==> config.mk <==
export PLATFORM = sky130hd
export DESIGN_NAME = scan_test_ctrl_flat
export DESIGN_NICKNAME = d
export VERILOG_FILES = /design/src/rtl/scan_test_ctrl_if.sv /design/src/rtl/scan_test_ctrl.sv /design/src/flat_wrapper.sv
export SDC_FILE = /design/constraint.sdc
export NUM_CORES = 1
export LEC_CHECK = 0
export CORE_MARGIN = 2
export CORE_UTILIZATION = 50
export DETAILED_ROUTE_END_ITERATION = 8
export MAX_ROUTING_LAYER = met4
export PLACE_DENSITY = 0.75
export SLEW_MARGIN = 0
export SYNTH_ARGS = -nofsm -noshare
export SYNTH_HDL_FRONTEND = slang
export SYNTH_SLANG_ARGS = --single-unit
==> constraint.sdc <==
create_clock -name clk -period 1.65 [get_ports clk]
set_clock_uncertainty 0.05 [all_clocks]
set_input_delay 0.33 -clock clk [delete_from_list [all_inputs] [get_ports clk]]
set_output_delay 0.33 -clock clk [all_outputs]
set_load 0.02 [all_outputs]
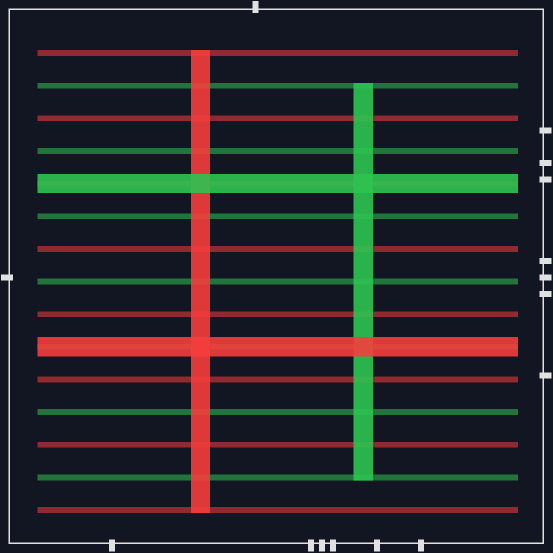
*PDN straps and rails, run 1*
(12 px per um) Pins as bars on the die edge.
net	color
VSS	red
VDD	green
met4 straps	2
signal pins	15
met5 straps	2
Die Y: 44.4 um
DIE WIDTH: 44.4 um

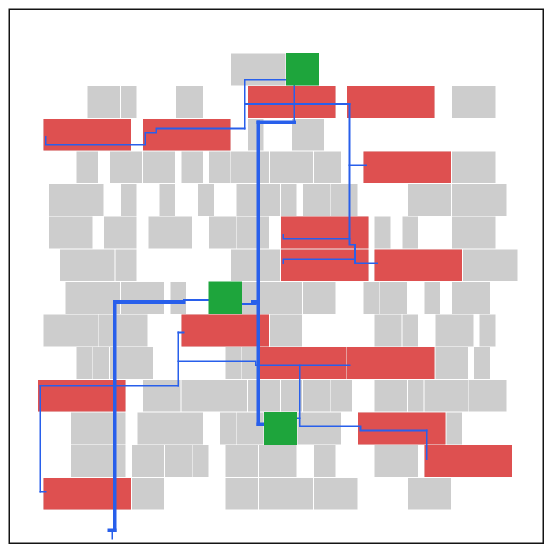
*Clock distribution, run 1*
(12 px per um)
[clock-net drivers] green | count: 3
[flip-flops] red | count: 15
[clock wires] blue | length: 190 um
flops lie	all over the die
routed clock nets	4
P_clk: 212 uW
Latency at later pin: 0.29 ns
clock power share: 0.263

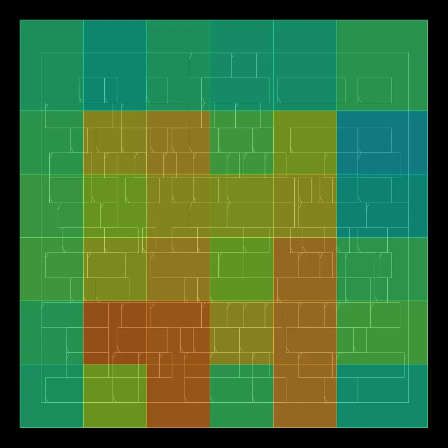
*Track usage over the die, run 1*
met2 GRT Util: 0.318
gr busiest metal: met2
met1 usage: 0.258

==> reports/metrics.yaml, run 1 <==
largest_reg_flops: 3
synth_area_um2: 816
io_buffers: 14
power_density_nw_per_um2: 783
topCellsByArea: "dfxtp_1 37%, ha_1 9.2%, nand2_1 6.0%"
p_sw_frac: 0.285
path_class: "reg2out"
final_core_util: 0.676
dr_wl_met3_um: 53
vias: 683
ff_count: 15
cts_tree: "built"
combPwrFrac: 0.228
simple_gate_share: 0.252
ctsRootBufferMaster: "clkbuf_4"
wl_met2_um: 773
avgSynthCellArea_um2: 9.27
drt-met1-wl_um: 743
htreeDepth: 1
tap_cells: 16
area_growth_pct: 26.2
drc: 0
required_ns: 1.27
grt_usage: 0.204
clk_pin_slew_ns: 0.09
placed_cells: 120
ys_warn_count: 0
routedWlPerCell_um: 13.0
initCoreUtil: 0.535
aoi_share: 0.169
numCtsBuffers: 3
synth_seq_share: 0.368
finalNonFillerCells: 124
largest_area_cell: "dfxtp_1"
nMultiInputCombCells: 64
fin_tns_setup_ns: 0
setup_slack_ns: 0.0567
synthCells: 88
grt_pass1_wl_mm: 2.84
synth_cell_types: 34
p_int_uw: 576
grt_util_met3: 0.0245
synthArstFlopShare: 0
fa_ha_area_frac: 0.0920
max_freq_mhz: 628
layout_top_cells: "15 x dfxtp_1, 13 x nand2_1, 9 x clkdlybuf4s50_1, 7 x buf_4, 6 x ha_1"
yosys_area_um2: 816
fillers: 133
worstPathCellList: "clkdlybuf4s50_1"
arrival_ns: 1.21
hold_depth: 2
clock_area_frac: 0.0255
inverters: 4
crit_buf_inv: 1
p_seq_frac: 0.508
worst_pin_slew_ns: 0.490
wl_mm: 1.62
nClkBuffers: 4
log.warning_count: 31
dominant_cells: "combinational gates"
critical-path-top-delay-family: "buffers and inverters"
nets: 123
grt_start_max_net_pins: 15
ios: 15
outcome: "finished clean"
post-place-ws_ns: -0.146
ys_sh_mux: 0.0383
firstDrtPassIters: 4
fin_area_um2: 1030
==> run 2, diff against run 1 <==
--- a/config.mk
+++ b/config.mk
@@ -7,6 +7,7 @@
 export LEC_CHECK = 0
 export CORE_MARGIN = 2
 export CORE_UTILIZATION = 50
+export CTS_CLUSTER_DIAMETER = 100
 export DETAILED_ROUTE_END_ITERATION = 8
 export MAX_ROUTING_LAYER = met4
 export PLACE_DENSITY = 0.75
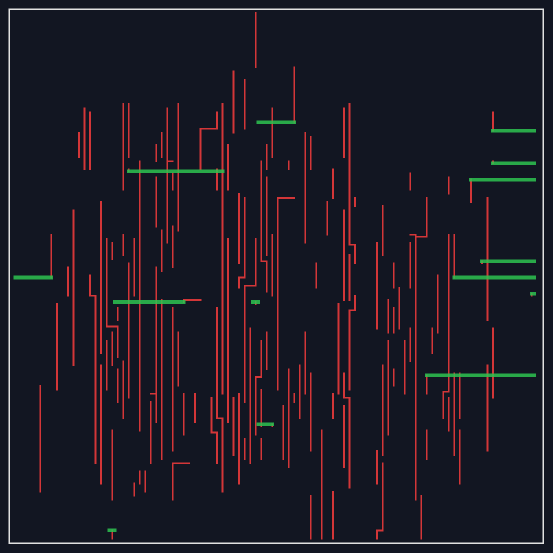
*Wiring by layer, run 2*
(12 px per um) Two of the layers only.
layer	color	wire length
M3	green	53.6 um
M2	red	774 um
total track usage: 0.204
final wirelength: 1.62 mm
via count: 683
wire length per cell: 13.0 um

==> run 2 against run 1 <==
Against the previous run: combinational power about the same; maximum frequency unchanged; clock power about the same; critical endpoint unchanged.
==> reports/metrics.yaml, run 2 <==
final_core_util: 0.676
finalNonFillerCells: 124
slew-limit-headroom: 0.673
placed_cells: 120
drc: 0
worstPathCellList: "clkdlybuf4s50_1"
clock_power_uw: 212
ios: 15
clock_area_frac: 0.0255
p_sw_frac: 0.285
ys_warn_count: 0
ff_count: 15
die-area_um2: 1970
setup_slack_ns: 0.0567
topCellsByArea: "dfxtp_1 37%, ha_1 9.2%, nand2_1 6.0%"
clk_pin_slew_ns: 0.09
synthArstFlopShare: 0
nets: 123
crit_buf_inv: 1
clkPwrFrac: 0.263
combPwrFrac: 0.228
critical-path-top-delay-family: "buffers and inverters"
grt_pass1_wl_mm: 2.84
grt_busiest_layer: "met2"
initCoreUtil: 0.535
fa_ha_area_frac: 0.0920
outcome: "finished clean"
synth_seq_share: 0.368
synth_area_um2: 816
fillers: 133
hold_depth: 2
io_buffers: 14
firstDrtPassIters: 4
power_density_nw_per_um2: 783
dominant_cells: "combinational gates"
worst_pin_slew_ns: 0.490
path_class: "reg2out"
fin_tns_setup_ns: 0
yosys_area_um2: 816
ys_sh_mux: 0.0383
aoi_share: 0.169
required_ns: 1.27
use_met1: 0.258
dr_wl_met3_um: 53
inverters: 4
area_growth_pct: 26.2
clk_latency_ns: 0.29
fin_area_um2: 1030
nClkBuffers: 4
cts_tree: "built"
simple_gate_share: 0.252
tap_cells: 16
log.warning_count: 31
avgSynthCellArea_um2: 9.27
arrival_ns: 1.21
drt-met1-wl_um: 743
nMultiInputCombCells: 64
grt_util_met3: 0.0245
dpl-instance-area_um2: 995
die_h_um: 44.4
numCtsBuffers: 3
die_w_um: 44.4
wl_met2_um: 773
largest_reg_flops: 3
p_int_uw: 576
ctsRootBufferMaster: "clkbuf_4"
htreeDepth: 1
synth_cell_types: 34
layout_top_cells: "15 x dfxtp_1, 13 x nand2_1, 9 x clkdlybuf4s50_1, 7 x buf_4, 6 x ha_1"
==> run 3, diff against run 2 <==
--- a/config.mk
+++ b/config.mk
@@ -7,7 +7,7 @@
 export LEC_CHECK = 0
 export CORE_MARGIN = 2
 export CORE_UTILIZATION = 50
-export CTS_CLUSTER_DIAMETER = 100
+export CTS_CLUSTER_DIAMETER = 200
 export DETAILED_ROUTE_END_ITERATION = 8
 export MAX_ROUTING_LAYER = met4
 export PLACE_DENSITY = 0.75
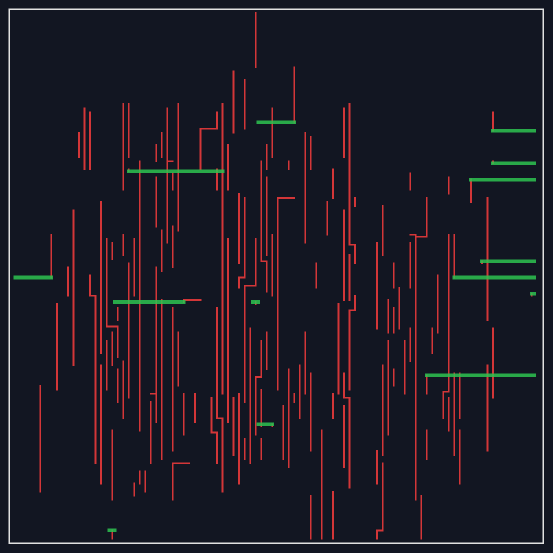
*Wiring by layer, run 3*
(12 px per um) Two of the layers only.
layer	color	wire length
M2	red	774 um
M3	green	53.6 um

==> run 3 against run 2 <==
Against the previous run: cell area is the same; first-iteration DRC count is the same; global-route usage is the same; critical endpoint unchanged; sequential share of layout area is the same; core utilization is the same; largest cell class unchanged; area after synthesis is the same; worst setup slack is the same; register-to-register slack is essentially flat; sequential power is essentially flat; count of clock-buffer cells in the layout is the same; final cell count is the same; maximum frequency is the same.
==> reports/metrics.yaml, run 3 <==
outcome: "finished clean"
drc: 0
power_density_nw_per_um2: 783
path_class: "reg2out"
placed_cells: 120
clk_latency_ns: 0.29
whs_ns: 0.423
clk_pin_slew_ns: 0.09
cp_max_fo: 2
wl_mm: 1.62
cts-resized-gates: 1
r2r_cells: 3
ys_sh_mux: 0.0383
clock_area_frac: 0.0255
area_growth_pct: 26.2
synthCells: 88
die_w_um: 44.4
fillers: 133
clkPwrFrac: 0.263
dominant_cells: "combinational gates"
fa_ha_area_frac: 0.0920
finalNonFillerCells: 124
max_freq_mhz: 628
io_buffers: 14
topRoutingLayerUsed: "met4"
use_met1: 0.258
dp_hpwl_mm: 1.22
final_core_util: 0.676
met2_usage: 0.318
die-area_um2: 1970
common_cells: "15 x dfxtp_1, 13 x nand2_1, 6 x ha_1"
worstPathCellList: "clkdlybuf4s50_1"
path_depth: 1
p_switching_uw: 230
wl_met2_um: 773
log.warning_count: 31
grt_pass1_wl_mm: 2.84
tap_cells: 16
combPwrFrac: 0.228
rows: 14
topCombFamilyByArea: "simple AND/OR/NAND/NOR gates"
inverters: 4
buffer_area_frac: 0.196
nClkBuffers: 4
grt_usage: 0.204
topCellsByArea: "dfxtp_1 37%, ha_1 9.2%, nand2_1 6.0%"
p_sw_frac: 0.285
lay_top_count: "dfxtp_1"
synthArstFlopShare: 0
nMultiInputCombCells: 64
firstDrtPassIters: 4
aoi_share: 0.169
numCtsBuffers: 3
simple_gate_share: 0.252
fin_tns_setup_ns: 0
arrival_ns: 1.21
post-place-ws_ns: -0.146
maxSlewViolCount: 0
postCtsSetupRepairBufs: 0
ctsRootBufferMaster: "clkbuf_4"
die_h_um: 44.4
flop_cell: "dfxtp_1"
nets: 123
clock_power_uw: 212
fin_area_um2: 1030
antenna_found_initial: 0
hold_viol: 0
viasPerCell: 5.51
setup_slack_ns: 0.0567
worst_pin_slew_ns: 0.490
num-nonclk-buffers: 21
start_kind: "flop"
synth_area_um2: 816
p_leak_uw: 0.000476
dpl-instance-area_um2: 995
grt_busiest_layer: "met2"
period_needed_ns: 1.59
power_uw: 806
avgSynthCellArea_um2: 9.27
seq_share: 0.292
vias: 683
layout_top_cells: "15 x dfxtp_1, 13 x nand2_1, 9 x clkdlybuf4s50_1, 7 x buf_4, 6 x ha_1"
core-area_um2: 1520
postCtsHoldBufs: 0
drt_iter0_drc: 9
required_ns: 1.27
routedWlPerCell_um: 13.0
p_int_uw: 576
edf_count: 0
synth_seq_share: 0.368
register_area_um2: 300
synth_cell_types: 34
largest_reg_flops: 3
dr_wl_met3_um: 53
largest_area_cell: "dfxtp_1"
drive_gt1_frac: 0.139
drt-met1-wl_um: 743
detail-route-antenna-nets: 0
r2r_slack_ns: 0.17
overflow: 0
hold_depth: 2
ys_warn_count: 0
slew-limit-headroom: 0.673
cp_slowest_cell: "clkdlybuf4s50_1"
yosys_area_um2: 816
p_seq_frac: 0.508
comb_area_share: 0.453
comb_power_uw: 184
htreeDepth: 1
logic_area_um2: 467
cts_tree: "built"
ios: 15
critPathCaptureType: "primary output"
grt_start_max_net_pins: 15
ys_seq_elements: 15
hp-class: "reg2reg"
critical-path-top-delay-family: "buffers and inverters"
initCoreUtil: 0.535
crit_buf_inv: 1
n_antenna_cell: 0
ff_count: 15
cts_buffer_depth: 2
grt_util_met3: 0.0245
power_leader: "registers"
finalClockPeriodUsage: 0.966
syn-num-nets: 102
gp_congestion: 0.748
Power figures rest on the tool's default switching activity, not on a simulated workload.
